Design instr_loader, sky130hd; sources not shown.
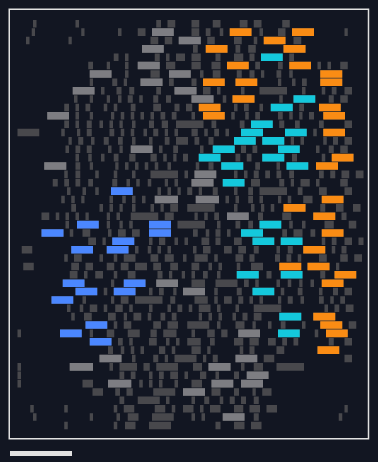
(run_1/registers.png)
Scale bar: 20 um.
legend:
  blue:
    name_in_the_netlist: `count`
    flops: 16
    where: middle left
  orange:
    name_in_the_netlist: `wr_data`
    flops: 32
  cyan:
    name_in_the_netlist: `word`
    flops: 24
not coloured: 31
final standard cell utilization of the core: 38.0%
area used by sequential logic in the layout: 2070 um^2
sequential logic power: 2260 uW
sequential share of cell area: 35.9%

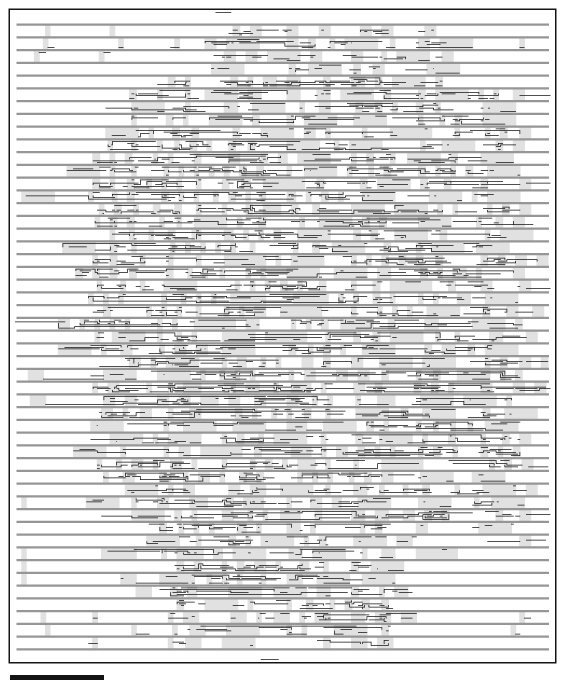
(run_1/met1.png)
Scale bar: 20 um. Supply wires on this layer in grey. Cells faint in the background.
nets with wire on the layer: 662
main direction: horizontal
wire length on this layer: 6700 um
longest straight run: 37.7 um
share of all routed wire: 41%
total routed wirelength: 16.3 mm
via count: 4458

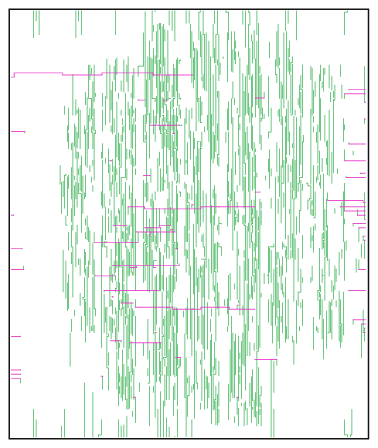
(run_1/metal_stack.png)
Only two layers are drawn.
legend:
  magenta:
    layer: met3
    wire_length: 393 um
  green:
    layer: met2
    wire_length: 8720 um
Avg WL per Cell: 18.1 um
Overall Global Routing Usage: 21.0%

==> tab_implementation.tex, run 1 <==
% Generated from flow reports
\begin{tabular}{lr}
\hline
Metric & Value \\
\hline
\multicolumn{2}{l}{\textbf{Clock tree}} \\
\quad Number of clock buffers inserted by TritonCTS & 9 \\
\quad Clk sinks & 103 \\
\quad Clock tree from TritonCTS & built \\
\quad Clock transition time at the flip-flop clock pins of the worst setup and hold paths & about 0.080 ns \\
\multicolumn{2}{l}{\textbf{Yosys}} \\
\quad Count of synthesis-stage warnings from yosys & 0 \\
\quad Netlist cell types & 36 \\
\quad Post-synthesis chip area from yosys & 4700 um\^{}2 \\
\quad Share of flip-flops with an asynchronous set or reset & 0\% \\
\quad Netlist Area Pre-Place & about 4700 um\^{}2 \\
\quad Share of synthesized area occupied by flip-flops and latches & between 40 and 50\% \\
\multicolumn{2}{l}{\textbf{Layout}} \\
\quad Max reg flops & 32 \\
\quad Nets & about 710 \\
\quad Synth-to-Final Area Change & 22.4\% \\
\quad Final cell count without fillers & about 900 \\
\multicolumn{2}{l}{\textbf{Worst setup path}} \\
\quad Top delay family on crit path & simple AND/OR/NAND/NOR gates \\
\quad Total stage count of the critical path & 6 \\
\quad Crit path arrival time & around 1.6 ns \\
\quad Reg2reg setup slack & 0.22 ns \\
\quad Worst-path cell with the longest stage delay & dfxtp\_1 \\
\quad Setup crit start kind & register \\
\quad Endpoint required time on the critical path & between 1.5 and 2 ns \\
\multicolumn{2}{l}{\textbf{Timing}} \\
\quad Hold Fails Final Rpt & 0 \\
\quad Max transition margin & approximately 60\% \\
\quad Hold\_ws & roughly 0.41 ns \\
\quad Number of max-slew violations in the final report & 0 \\
\quad Setup Viol. Count Final & 0 \\
\quad Share of the cycle needed by the critical path after routing & 95.0\% \\
\multicolumn{2}{l}{\textbf{Place}} \\
\quad Area of placed instances & about 5400 um\^{}2 \\
\quad Routability Congestion & approximately 0.83 \\
\quad Setup Slack @ Placement & -0.00170 ns \\
\quad Port bufs & 58 \\
\multicolumn{2}{l}{\textbf{Power}} \\
\quad Final Total Pwr & around 6400 uW \\
\quad Maximum vdd ir drop & roughly 0.0004 V \\
\multicolumn{2}{l}{\textbf{GRT}} \\
\quad Vias in the first global route & approximately 5100 \\
\quad Maximum number of pins on one net before global-route repair & about 56 \\
\quad Global routing usage on met1 & around 23\% \\
\quad Initial antenna violation count & 0 \\
\multicolumn{2}{l}{\textbf{Status}} \\
\quad Run status & completed \\
\multicolumn{2}{l}{\textbf{Die}} \\
\quad Top-level I/O count & 82 \\
\multicolumn{2}{l}{\textbf{Route}} \\
\quad DRC violation total after the first TritonRoute iteration & about 290 \\
\hline
\end{tabular}
run 1: synth_stat cells, types with 4 or more instances:
library cell,instances,area share (%)
nand4_1,5,0.67
buf_2,6,0.64
a22oi_1,16,2.6
a21oi_2,9,1.7
o21ai_0,61,6.5
a21oi_1,42,4.5
nand2_1,87,6.9
nand3_1,30,3.2
o211a_1,5,1.1
o21ai_2,4,0.75
o21ai_1,16,1.7
buf_6,4,0.96
nor2_1,120,9.6
inv_1,43,3.4
inv_2,5,0.40
buf_4,27,4.3
xnor2_1,5,0.93
clkbuf_1,9,0.72
ha_1,5,1.3
dfxtp_1,103,44
run 1: cell type report:
type / count / area [um^2] / area share (%)
timing repair buffer: 82 / 729 / 12.7
clock inverter: 7 / 71.3 / 1.24
tap: 204 / 255 / 4.44
inverter: 50 / 190 / 3.31
multi-input combinational: 444 / 2220 / 38.5
clock buffer: 9 / 225 / 3.91
sequential: 103 / 2070 / 35.9
run 1: cells in the final DEF (no fill, tap or decap), types with 5 or more instances in the layout:
| cell type | instances |
|---|---|
| o21ai_0 | 61 |
| buf_12 | 7 |
| a21oi_2 | 9 |
| nor2_1 | 117 |
| o211a_1 | 5 |
| nand3_1 | 30 |
| xnor2_1 | 5 |
| inv_1 | 43 |
| o21ai_1 | 16 |
| nand4_1 | 5 |
| nand2_1 | 87 |
| clkbuf_16 | 9 |
| buf_4 | 63 |
| a22oi_1 | 16 |
| inv_2 | 5 |
| dfxtp_1 | 99 |
| a21oi_1 | 42 |
| conb_1 | 23 |
| clkdlybuf4s50_1 | 10 |
run 1: routing by layer:
| layer | vias to the layer above | wire length [um] | share of wire [%] |
|---|---|---|---|
| met2 | 76 | 8720 | 53 |
| met5 | - | 0 | 0 |
| li1 | 2134 | - | - |
| met4 | 0 | 503 | 3.1 |
| met1 | 2216 | 6700 | 41 |
| met3 | 32 | 392 | 2.4 |
run 1: what timing repair did:
action	CTS	global route
pin swaps	0	1
setup buffers	0	1
setup endpoints to repair	2	5
hold endpoints to repair	0	0
hold buffers	0	0
resized	2	8
gates cloned	0	0
run 1: per-stage QoR:
stage          setup TNS, ns  utilization, %
2_1_floorplan              0               -
3_3_place_gp               0            35.8
3_5_place_dp        -0.00170            35.8
4_1_cts                    0            37.8
5_1_grt                    0            38.0
6_report                   0            38.0
run 1: worst reg2reg max path, stage by stage (launching register included):
cell     delay (ns)
dfxtp_1        0.35
inv_2          0.14
nand2_2        0.13
nor2_8         0.18
inv_4          0.09
nor2_8         0.11
inv_2          0.06
nor2_4         0.12
buf_12         0.27
o21ai_0        0.20
a21oi_1        0.18
run 1: logic make-up (layout without fill, tap and decap cells):
group	count (synthesis)	count (layout)	synth area share (%)
xor gates and xnor gates	8	8	1.49
adders and majority gates	5	5	1.33
and+or+nand+nor	251	251	22.3
buffers and inverters	99	148	11.5
DFF	103	103	43.9
other	1	23	0.0798
AOI/OAI and AO/OA	157	157	19.4
run 1: power by group:
group	total, uW	internal (uW)	switching [uW]
clock network	1730	849	877
registers	2260	2110	145
logic	2440	711	1730
==> run 2, diff against run 1 <==
--- a/config.mk
+++ b/config.mk
@@ -17,3 +17,4 @@
 export SYNTH_ARGS = -nofsm -noshare
 export SYNTH_HDL_FRONTEND = slang
 export SYNTH_SLANG_ARGS = --single-unit
+export TNS_END_PERCENT = 5
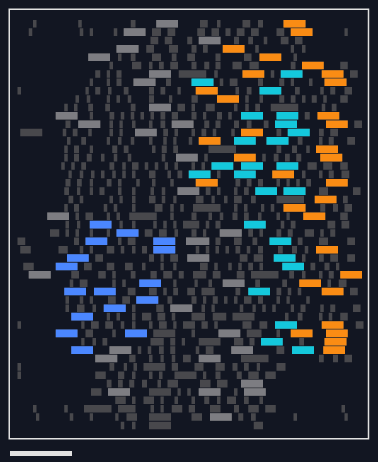
(run_2/registers.png)
Scale bar: 20 um.
legend:
  orange:
    name_in_the_netlist: `wr_data`
    flops: 32
  cyan:
    name_in_the_netlist: `word`
    flops: 24
  blue:
    name_in_the_netlist: `count`
    flops: 16
final standard cell utilization of the core: 37.6%
sequential logic power: 2240 uW
sequential share of cell area: 36.2%
area used by sequential logic in the layout: 2060 um^2

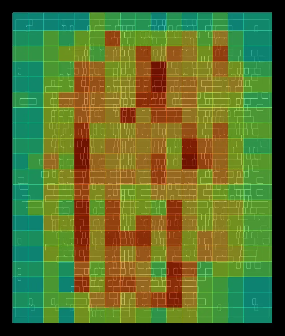
(run_2/final_congestion.png)
GR peak layer: met2
met3 layer usage reported by global route: 3.98%
Overall Global Routing Usage: 21.1%
global routing usage on met1: 22.2%
Avg WL per Cell: 18.0 um

==> run 2 against run 1 <==
Clock skew increased by 0.0053 ns. Core utilization decreased by 0.37 points. Non-clock buffer count decreased by 3. Largest cell class unchanged. Largest power group unchanged. Highest routed layer unchanged.
==> tab_implementation.tex, run 2 <==
% Generated from flow reports
\begin{tabular}{lr}
\hline
Metric & Value \\
\hline
\multicolumn{2}{l}{\textbf{Layout}} \\
\quad Max reg flops & 32 (unchanged) \\
\quad Top logic cell by instance count in the layout & nor2\_1 \\
\quad Nets & 704 (-0.42\%) \\
\quad Synth-to-Final Area Change & 21.2\% \\
\quad Top logic cells by instance count in the layout & 118 x nor2\_1, 102 x dfxtp\_1, 87 x nand2\_1, 61 x o21ai\_0, 61 x buf\_4 \\
\quad Final cell count without fillers & 896 (-0.33\%) \\
\multicolumn{2}{l}{\textbf{Timing}} \\
\quad Hold Fails Final Rpt & 0 (unchanged) \\
\quad Number of max-slew violations in the final report & 0 (unchanged) \\
\quad Max Fclk & approximately 0.50 GHz \\
\quad Hold\_ws & 0.497 ns (+0.0907 ns) \\
\quad Max transition margin & 52.5\% (-5.9 points) \\
\quad Final setup TNS & 0 ns (unchanged) \\
\quad Share of the cycle needed by the critical path after routing & 95.9\% (+0.88 points) \\
\quad Setup Viol. Count Final & 0 (unchanged) \\
\multicolumn{2}{l}{\textbf{Power}} \\
\quad Sequential group share of total power & 35.6\% (+0.4 points) \\
\quad Switching power total & 2660 uW (-3.2\%) \\
\quad Final Total Pwr & 6290 uW (-2.0\%) \\
\quad Internal power component & 3630 uW (-1.1\%) \\
\quad Maximum vdd ir drop & 0.000440 V (+11\%) \\
\quad Gate power share & 38.0\% (about the same) \\
\quad Switching portion of total power & 42.3\% (-0.54 points) \\
\quad Share of power burned in the clock network & 26.4\% (-0.5 points) \\
\multicolumn{2}{l}{\textbf{Worst setup path}} \\
\quad Top delay family on crit path & buffers and inverters \\
\quad Total stage count of the critical path & 5 (-1) \\
\quad Worst-path cell with the longest stage delay & dfxtp\_1 \\
\quad Endpoint required time on the critical path & 1.68 ns (about the same) \\
\quad CP max FO & 13 \\
\quad Crit path arrival time & 1.59 ns (+0.02 ns) \\
\quad Setup crit start kind & register \\
\quad Crit path buffers/inverters & 3 \\
\quad Reg2reg setup slack & 0.17 ns (-0.05 ns) \\
\multicolumn{2}{l}{\textbf{Clock tree}} \\
\quad Clk sinks & 103 (unchanged) \\
\quad Post-CTS Hold Buffers & 0 (unchanged) \\
\quad Number of clock buffers inserted by TritonCTS & 9 (unchanged) \\
\quad Clock tree from TritonCTS & built \\
\quad Clock transition time at the flip-flop clock pins of the worst setup and hold paths & 0.07 ns (about the same) \\
\multicolumn{2}{l}{\textbf{Status}} \\
\quad Run status & completed \\
\multicolumn{2}{l}{\textbf{Yosys}} \\
\quad Dominant cells by area after synthesis & dfxtp\_1 44\%, nor2\_1 9.6\%, nand2\_1 6.9\% \\
\quad Netlist cell types & 36 (unchanged) \\
\quad Share of flip-flops with an asynchronous set or reset & 0\% (unchanged) \\
\quad Post-synthesis chip area from yosys & 4700 um\^{}2 (unchanged) \\
\quad Share of synthesized area occupied by flip-flops and latches & 43.9\% (unchanged) \\
\quad Cell taking the most area after synthesis & dfxtp\_1 \\
\quad Count of synthesis-stage warnings from yosys & 0 (unchanged) \\
\quad Most repeated cell in the gate-level netlist after synthesis & nor2\_1 \\
\quad Commonest cells in the synthesized netlist & 120 x nor2\_1, 103 x dfxtp\_1, 87 x nand2\_1 \\
\quad Netlist Area Pre-Place & 4700 um\^{}2 (unchanged) \\
\quad Post-Synthesis Cells & between 600 and 700 \\
\quad Portion of synthesized cell area occupied by the leading cell type & 43.9\% (unchanged) \\
\multicolumn{2}{l}{\textbf{Place}} \\
\quad Routability Congestion & 0.815 (-2.0\%) \\
\quad Port bufs & 58 (unchanged) \\
\quad Area of placed instances & 5410 um\^{}2 (-0.28\%) \\
\multicolumn{2}{l}{\textbf{Route}} \\
\quad Residual DRC & 0 \\
\quad DRC violation total after the first TritonRoute iteration & 176 (-40\%) \\
\multicolumn{2}{l}{\textbf{GRT}} \\
\quad Vias in the first global route & 4918 (-3.4\%) \\
\quad Maximum number of pins on one net before global-route repair & 78 (+39\%) \\
\quad Initial antenna violation count & 0 (unchanged) \\
\quad First-pass GRT wire length & about 26 mm \\
\multicolumn{2}{l}{\textbf{Die}} \\
\quad Top-level I/O count & 82 (unchanged) \\
\hline
\end{tabular}
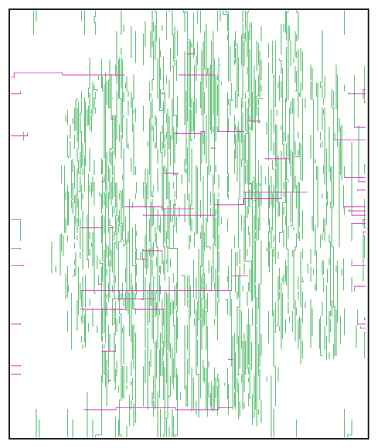
(run_2/metal_stack.png)
Only two layers are drawn.
legend:
  green:
    layer: met2
    wire_length: 9080 um
  magenta:
    layer: met3
    wire_length: 440 um
via count: 4429
total routed wirelength: 16.1 mm

## run 2: cell types whose count changed in the layout (fill, tap and decap cells not counted), moves of 2 or more
| cell | delta |
|---|---|
| buf_4 | -2 |
| inv_8 | -4 |
| dfxtp_1 | +3 |
| dfxtp_2 | -3 |
| clkinv_2 | +2 |
## run 2: timing repair
action	in CTS	in global routing
gates resized	1	3
endpoints found under the setup margin	2	5
setup buffers	0	0
pin swaps	0	0
## run 2: cell families after synthesis
kind of cell	after synthesis	share of synthesized area (%)
simple gates	251	22.3
compound gates	157	19.4
flops	103	43.9
buf+inv	99	11.5
xor+xnor	8	1.49
fa+ha+maj	5	1.33
other cells	1	0.0798
## run 2: tightest hold or removal path: cells and delay by family (launching register included)
family,cells,cell delay [ns]
simple gates,2,0.13
flops,1,0.33
## run 2: per-stage QoR
stage | worst slack, ns | utilization (%)
final | 0.0869 | 37.6
after global routing | 0.0191 | 37.6
after CTS | 0.0632 | 37.6
after detailed placement | -0.000466 | 35.7
after global placement | 0.140 | 35.7
after floorplan | -0.0213 | -
## run 2: area by class of cell
cell class	count	area (um^2)
fill	1762	9450
tap	204	255
inverter	50	190
sequential	103	2060
timing repair buffer	79	703
multi-input combinational	444	2200
clock buffer	10	239
clock inverter	6	43.8
## run 2: power groups by stage
stage | Clock (uW) | Sequential [uW] | Combinational, uW
floorplan | 0 | 2270 | 1620
global placement | 0 | 2270 | 2240
detailed placement | 0 | 2290 | 2370
CTS | 1690 | 2240 | 2400
global route | 1770 | 2270 | 2550
finish | 1660 | 2240 | 2390
## run 2: layer usage
layer	share of wire [%]	track usage [%]
met3	2.7	3.98
met5	0	0
met2	56	40.4
met4	2.4	7.42
met1	39	22.2
Power is estimated from default activity; no workload was simulated.
